$ cat src/rtl/multicycle_maincontrol.sv
// Main control FSM for the multicycle MIPS datapath.
// Sequences each instruction through fetch, decode, execute, memory and
// writeback, and drives every datapath enable and mux select.
//
// Ports:
//   clk       in   rising-edge clock
//   reset     in   asynchronous active-high reset, forces FETCH
//   op        in   instr[31:26] from the instruction register
//   zero      in   ALU zero flag (only affects pcen, combinationally)
//   memwrite  out  data memory write enable
//   irwrite   out  instruction register load
//   regwrite  out  register file write
//   iord      out  memory address select (0 = PC, 1 = ALUOut)
//   alusrca   out  ALU A select (0 = PC, 1 = register A)
//   alusrcb   out  ALU B select (00 = B, 01 = 4, 10 = signimm, 11 = signimm<<2)
//   pcsrc     out  next-PC select (00 = ALUResult, 01 = ALUOut, 10 = jump)
//   regdst    out  destination register (0 = rt, 1 = rd)
//   memtoreg  out  writeback data (0 = ALUOut, 1 = data register)
//   Aluop     out  00 = add, 01 = subtract, 10 = decode funct
//   pcen      out  PC load enable
//   state     out  current state, for debug
module multicycle_maincontrol #(
  parameter logic [5:0] OP_RTYPE = 6'b000000,
  parameter logic [5:0] OP_LW    = 6'b100011,
  parameter logic [5:0] OP_SW    = 6'b101011,
  parameter logic [5:0] OP_BEQ   = 6'b000100,
  parameter logic [5:0] OP_ADDI  = 6'b001000,
  parameter logic [5:0] OP_J     = 6'b000010
) (
  input  logic       clk,
  input  logic       reset,
  input  logic [5:0] op,
  input  logic       zero,
  output logic       memwrite,
  output logic       irwrite,
  output logic       regwrite,
  output logic       iord,
  output logic       alusrca,
  output logic [1:0] alusrcb,
  output logic [1:0] pcsrc,
  output logic       regdst,
  output logic       memtoreg,
  output logic [1:0] Aluop,
  output logic       pcen,
  output logic [3:0] state
);

  typedef enum logic [3:0] {
    FETCH   = 4'd0,
    DECODE  = 4'd1,
    MEMADR  = 4'd2,
    MEMRD   = 4'd3,
    MEMWB   = 4'd4,
    MEMWR   = 4'd5,
    RTYPEEX = 4'd6,
    RTYPEWB = 4'd7,
    BEQEX   = 4'd8,
    ADDIEX  = 4'd9,
    ADDIWB  = 4'd10,
    JEX     = 4'd11
  } state_t;

  typedef struct packed {
    logic       memwrite;
    logic       irwrite;
    logic       regwrite;
    logic       iord;
    logic       alusrca;
    logic [1:0] alusrcb;
    logic [1:0] pcsrc;
    logic       regdst;
    logic       memtoreg;
    logic [1:0] aluop;
    logic       pcwrite;
    logic       branch;
  } ctrl_t;

  state_t state_r;
  state_t next_state_s;
  ctrl_t  ctrl_r;

  // Moore decode of the control word for a given state; anything not listed is 0.
  function automatic ctrl_t decode_ctrl(input state_t s);
    ctrl_t c;
    c = '0;
    case (s)
      FETCH: begin
        c.irwrite = 1'b1;
        c.pcwrite = 1'b1;
        c.alusrcb = 2'b01;
      end
      DECODE: c.alusrcb = 2'b11;           // precompute branch target
      MEMADR, ADDIEX: begin
        c.alusrca = 1'b1;
        c.alusrcb = 2'b10;
      end
      MEMRD: c.iord = 1'b1;
      MEMWB: begin
        c.regwrite = 1'b1;
        c.memtoreg = 1'b1;
      end
      MEMWR: begin
        c.iord     = 1'b1;
        c.memwrite = 1'b1;
      end
      RTYPEEX: begin
        c.alusrca = 1'b1;
        c.aluop   = 2'b10;
      end
      RTYPEWB: begin
        c.regwrite = 1'b1;
        c.regdst   = 1'b1;
      end
      BEQEX: begin
        c.alusrca = 1'b1;
        c.aluop   = 2'b01;
        c.pcsrc   = 2'b01;
        c.branch  = 1'b1;
      end
      ADDIWB: c.regwrite = 1'b1;
      JEX: begin
        c.pcsrc   = 2'b10;
        c.pcwrite = 1'b1;
      end
      default: c = '0;
    endcase
    return c;
  endfunction

  // Next-state logic; op is only consulted in DECODE and MEMADR.
  always_comb begin
    next_state_s = FETCH;
    case (state_r)
      FETCH: next_state_s = DECODE;
      DECODE: begin
        if (op == OP_LW || op == OP_SW) begin
          next_state_s = MEMADR;
        end else if (op == OP_RTYPE) begin
          next_state_s = RTYPEEX;
        end else if (op == OP_BEQ) begin
          next_state_s = BEQEX;
        end else if (op == OP_ADDI) begin
          next_state_s = ADDIEX;
        end else if (op == OP_J) begin
          next_state_s = JEX;
        end else begin
          next_state_s = FETCH;            // unknown op: skip the instruction
        end
      end
      MEMADR: begin
        if (op == OP_LW) begin
          next_state_s = MEMRD;
        end else if (op == OP_SW) begin
          next_state_s = MEMWR;
        end else begin
          next_state_s = FETCH;
        end
      end
      MEMRD:   next_state_s = MEMWB;
      RTYPEEX: next_state_s = RTYPEWB;
      ADDIEX:  next_state_s = ADDIWB;
      default: next_state_s = FETCH;       // terminal states and unused codes
    endcase
  end

  // State and control-word registers; the control word is decoded from the
  // next state so it always matches the state register cycle for cycle.
  always_ff @(posedge clk or posedge reset) begin
    if (reset) begin
      state_r <= FETCH;
      ctrl_r  <= decode_ctrl(FETCH);
    end else begin
      state_r <= next_state_s;
      ctrl_r  <= decode_ctrl(next_state_s);
    end
  end

  assign memwrite = ctrl_r.memwrite;
  assign irwrite  = ctrl_r.irwrite;
  assign regwrite = ctrl_r.regwrite;
  assign iord     = ctrl_r.iord;
  assign alusrca  = ctrl_r.alusrca;
  assign alusrcb  = ctrl_r.alusrcb;
  assign pcsrc    = ctrl_r.pcsrc;
  assign regdst   = ctrl_r.regdst;
  assign memtoreg = ctrl_r.memtoreg;
  assign Aluop    = ctrl_r.aluop;
  // Branch resolution uses the live zero flag, so pcen reacts in the same cycle.
  assign pcen     = ctrl_r.pcwrite | (ctrl_r.branch & zero);
  assign state    = state_r;

endmodule
$ cat config.mk
export PLATFORM = sky130hd
export DESIGN_NAME = multicycle_maincontrol
export DESIGN_NICKNAME = d
export VERILOG_FILES = /design/src/rtl/multicycle_maincontrol.sv
export SDC_FILE = /design/constraint.sdc
export NUM_CORES = 1
export LEC_CHECK = 0
export ABC_AREA = 1
export CAP_MARGIN = 10
export CORE_MARGIN = 8
export CORE_UTILIZATION = 49
export CTS_CLUSTER_DIAMETER = 80
export DETAILED_ROUTE_END_ITERATION = 12
export PLACE_DENSITY = 0.83
export SLEW_MARGIN = 20
export SYNTH_ARGS = -nofsm -noshare
export SYNTH_HDL_FRONTEND = slang
export SYNTH_SLANG_ARGS = --single-unit
$ cat constraint.sdc
create_clock -name clk -period 2 [get_ports clk]
set_input_delay 0.2 -clock clk [delete_from_list [all_inputs] [get_ports clk]]
set_output_delay 0.2 -clock clk [all_outputs]
set_load 0.01 [all_outputs]
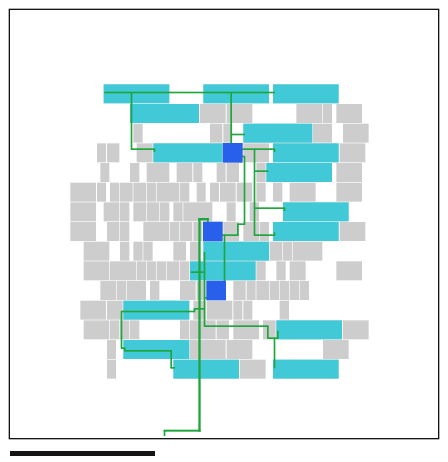
(images/clock_wires.png)
Scale bar: 20 um.
legend:
  clock wires:
    colour: green
    length: 194 um
  flip-flops:
    colour: cyan
    count: 17
  clock-net drivers:
    colour: blue
    count: 3
routed clock nets: 4

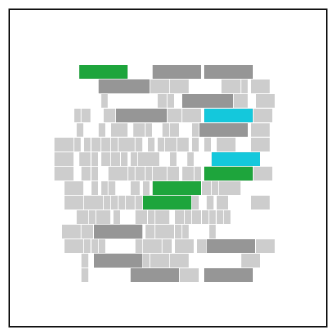
(images/ff_map.png)
Other sequential cells in the stronger grey, the rest of the logic in the fainter grey.
legend:
  Aluop:
    colour: cyan
    flops: 2
  state:
    colour: green
    flops: 4
    where: centre

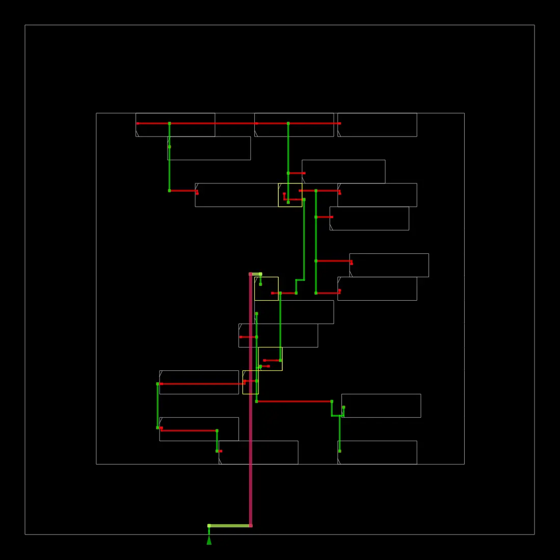
(images/clock_nets.png)
flip-flops: 17
Clk. pwr: 0.176 mW
skew final: 0.00529 ns
number of buffers created by CTS: 3
Clock Sinks: 17

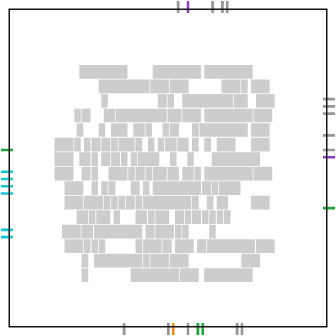
(images/pinout.png)
Pins as bars across the die edge, other pins in grey.
legend:
  op:
    colour: cyan
    pins: 6
    direction: input
    edge: left
  state:
    colour: green
    pins: 4
    direction: output
    edge: 2 bottom, 1 left, 1 right
  memwrite:
    colour: orange
    pins: 1
    direction: output
    edge: bottom
  alusrcb:
    colour: purple
    pins: 2
    direction: output
    edge: 1 top, 1 right
all pins by edge: 8 bottom, 7 right, 7 left, 5 top

==> out/metrics.csv <==
stage;metric;value;unit
yosys;main flop type;dfrtp_1;
clocking;CTS tree;built;
layout;number of logic gates;69;
yosys;count of library flops with an enable pin;0;
clocking;# H-tree levels;1;
layout;proportion of cell area spent on the clock network;0.0232;
die;Die W;59.2;um
clocking;cts repair resizes;0;
yosys;Synth Instances;114;
worst_setup_path;Worst setup EP type;output port;
die;Die Y;59.2;um
drt;post-route antenna net violation count;0;
yosys;Post-synth ARST share;1.00;
worst_setup_path;delay-heaviest family, CP;buffers and inverters;
pwr;Clock power frac;0.160;
worst_setup_path;slowest cell on the critical path;clkdlybuf4s50_1;
drt;DR pass1 iterations;4;
layout;final design utilization;0.681;
sta;Hold Vio Cnt, Final;0;
pwr;static leakage;0.630;nW
drt;Total Wirelength;1.99;mm
clocking;Hold-fix buffers, CTS;0;
pwr;Reg power frac;0.434;
worst_setup_path;instance count on the critical path;1;
layout;max reg flops;4;
pwr;P_comb;0.448;mW
die;Initial Utilization;0.524;
yosys;post-synth cell types;22;
layout;Signal buf overhead;0.219;
grt;GR Util met3;0.00434;
sta;Final TNS setup;0;ns
yosys;adder share;0;
pwr;worst vdd ir;505;uV
layout;Reg area;429;um2
yosys;Mapped Nets;123;
drt;initial DRC count;20;
grt;met2 usage;0.220;
drt;met2 wire length;1.06;mm
yosys;dominant kind of combinational cell;simple AND/OR/NAND/NOR gates;
drt;wl on met1;777;um
yosys;yosys aoi share;0.0383;
worst_setup_path;worst setup path start;state[0]$_DFF_PP0_;
sta;Final min period;1.62;ns
run;max-cap violation count;0;
worst_setup_path;Crit Path Max Fanout;7;
clocking;CTS Buffer Depth;2;
yosys;chip area line of the yosys report;915;um2
yosys;Synth Area in XOR/XNOR;0;
layout;FILL cells;142;
yosys;Mapped Avg Cell Area;8.02;um2
drt;met3 wire length;103;um
worst_setup_path;CP arrival;1.42;ns
layout;fraction of layout cells with a size suffix above 1;0.203;
clocking;clock slew at reported path FFs;0.10;ns
die;num ports;27;
grt;largest net degree at the start of global routing;18;
worst_setup_path;worst reg2reg endpoint;alusrcb[1]$_DFF_PP0_;
worst_setup_path;CP startpoint kind;flip-flop;
placed_design;dpl cells;159;
grt;first-pass GRT wire length;3.26;mm
layout;flop share of the area;0.361;
die;row count;15;
layout;Top cell excl fill/tap;clkdlybuf4s50_1;
worst_setup_path;CP bufs+invs;1;
clocking;root buffer cell;clkbuf_4;
yosys;top cells, area;dfrtp_1 38%, dfstp_2 8.6%, inv_1 7.0%, nand2_1 7.0%, nor2_1 7.0%;
yosys;mux frac, synth;0;
clocking;Latency at later pin;0.28;ns
grt;initial antenna violation count;0;
drt;DR vias/cell;5.01;
layout;area delta synth->final;30.0;%
yosys;Dominant cell area share;0.383;
layout;Final nets;148;
grt;number of global-route vias before repair;788;
drt;via count;817;
yosys;Cell Area, Synth;915;um2
placed_design;Placed Area;1160;um2
worst_setup_path;worst r2r path cells;8;
status;outcome;completed;
layout;Top Layout Cells;26 x clkdlybuf4s50_1, 17 x inv_1, 17 x nand2_1, 17 x nor2_1, 14 x dfrtp_1;
worst_setup_path;worst r2r src;state[3]$_DFF_PP0_;
sta;Final Max Tran Viols;0;
worst_setup_path;crit path DRT;1.80;ns
worst_setup_path;Critical Path Sink;state[0];
placed_design;setup slack at placement;0.257;ns
grt;GRT Overall Usage;0.120;
die;core area;1750;um2
pwr;Seq. pwr;0.478;mW
layout;clkbuf count;3;
yosys;largest area contributor in the netlist;dfrtp_1;
layout;Multi-input gate area;357;um2
yosys;Post-synth top cells;17 x inv_1, 17 x nand2_1, 17 x nor2_1, 14 x dfrtp_1, 12 x nand3_1;
sta;Rel. slew slack;0.585;
drt;DRC Markers;0;
sta;Hold Slack;0.296;ns
layout;Layout Cells excl Fill;163;
worst_setup_path;worst reg2reg setup slack;0.45;ns
pwr;total power;1.10;mW
run;OpenROAD warnings;26;
worst_setup_path;critical path class;reg2out;
placed_design;Final Wtd Congestion;0.840;
yosys;sequential area share after synthesis;0.469;
pwr;Switch Pwr;0.391;mW
sta;Highest Clock Rate;619;MHz
yosys;ys cells;114;
pwr;Pwr top;registers;
drt;uppermost layer routed;met4;
pwr;Gate power share;0.406;
worst_setup_path;CP Cell Sequence;clkdlybuf4s50_1;
sta;setup violators final;0;
yosys;Synthesis Warnings;0;
yosys;Basic Gates by Area;0.352;
die;Tap Cells;25;
layout;Signal buffers;26;
pwr;P per Cell Area;927;nW/um2
sta;Worst-Margin Slew;0.622;ns
grt;gr ovfl total;0;
Power and IR drop assume default switching activity.
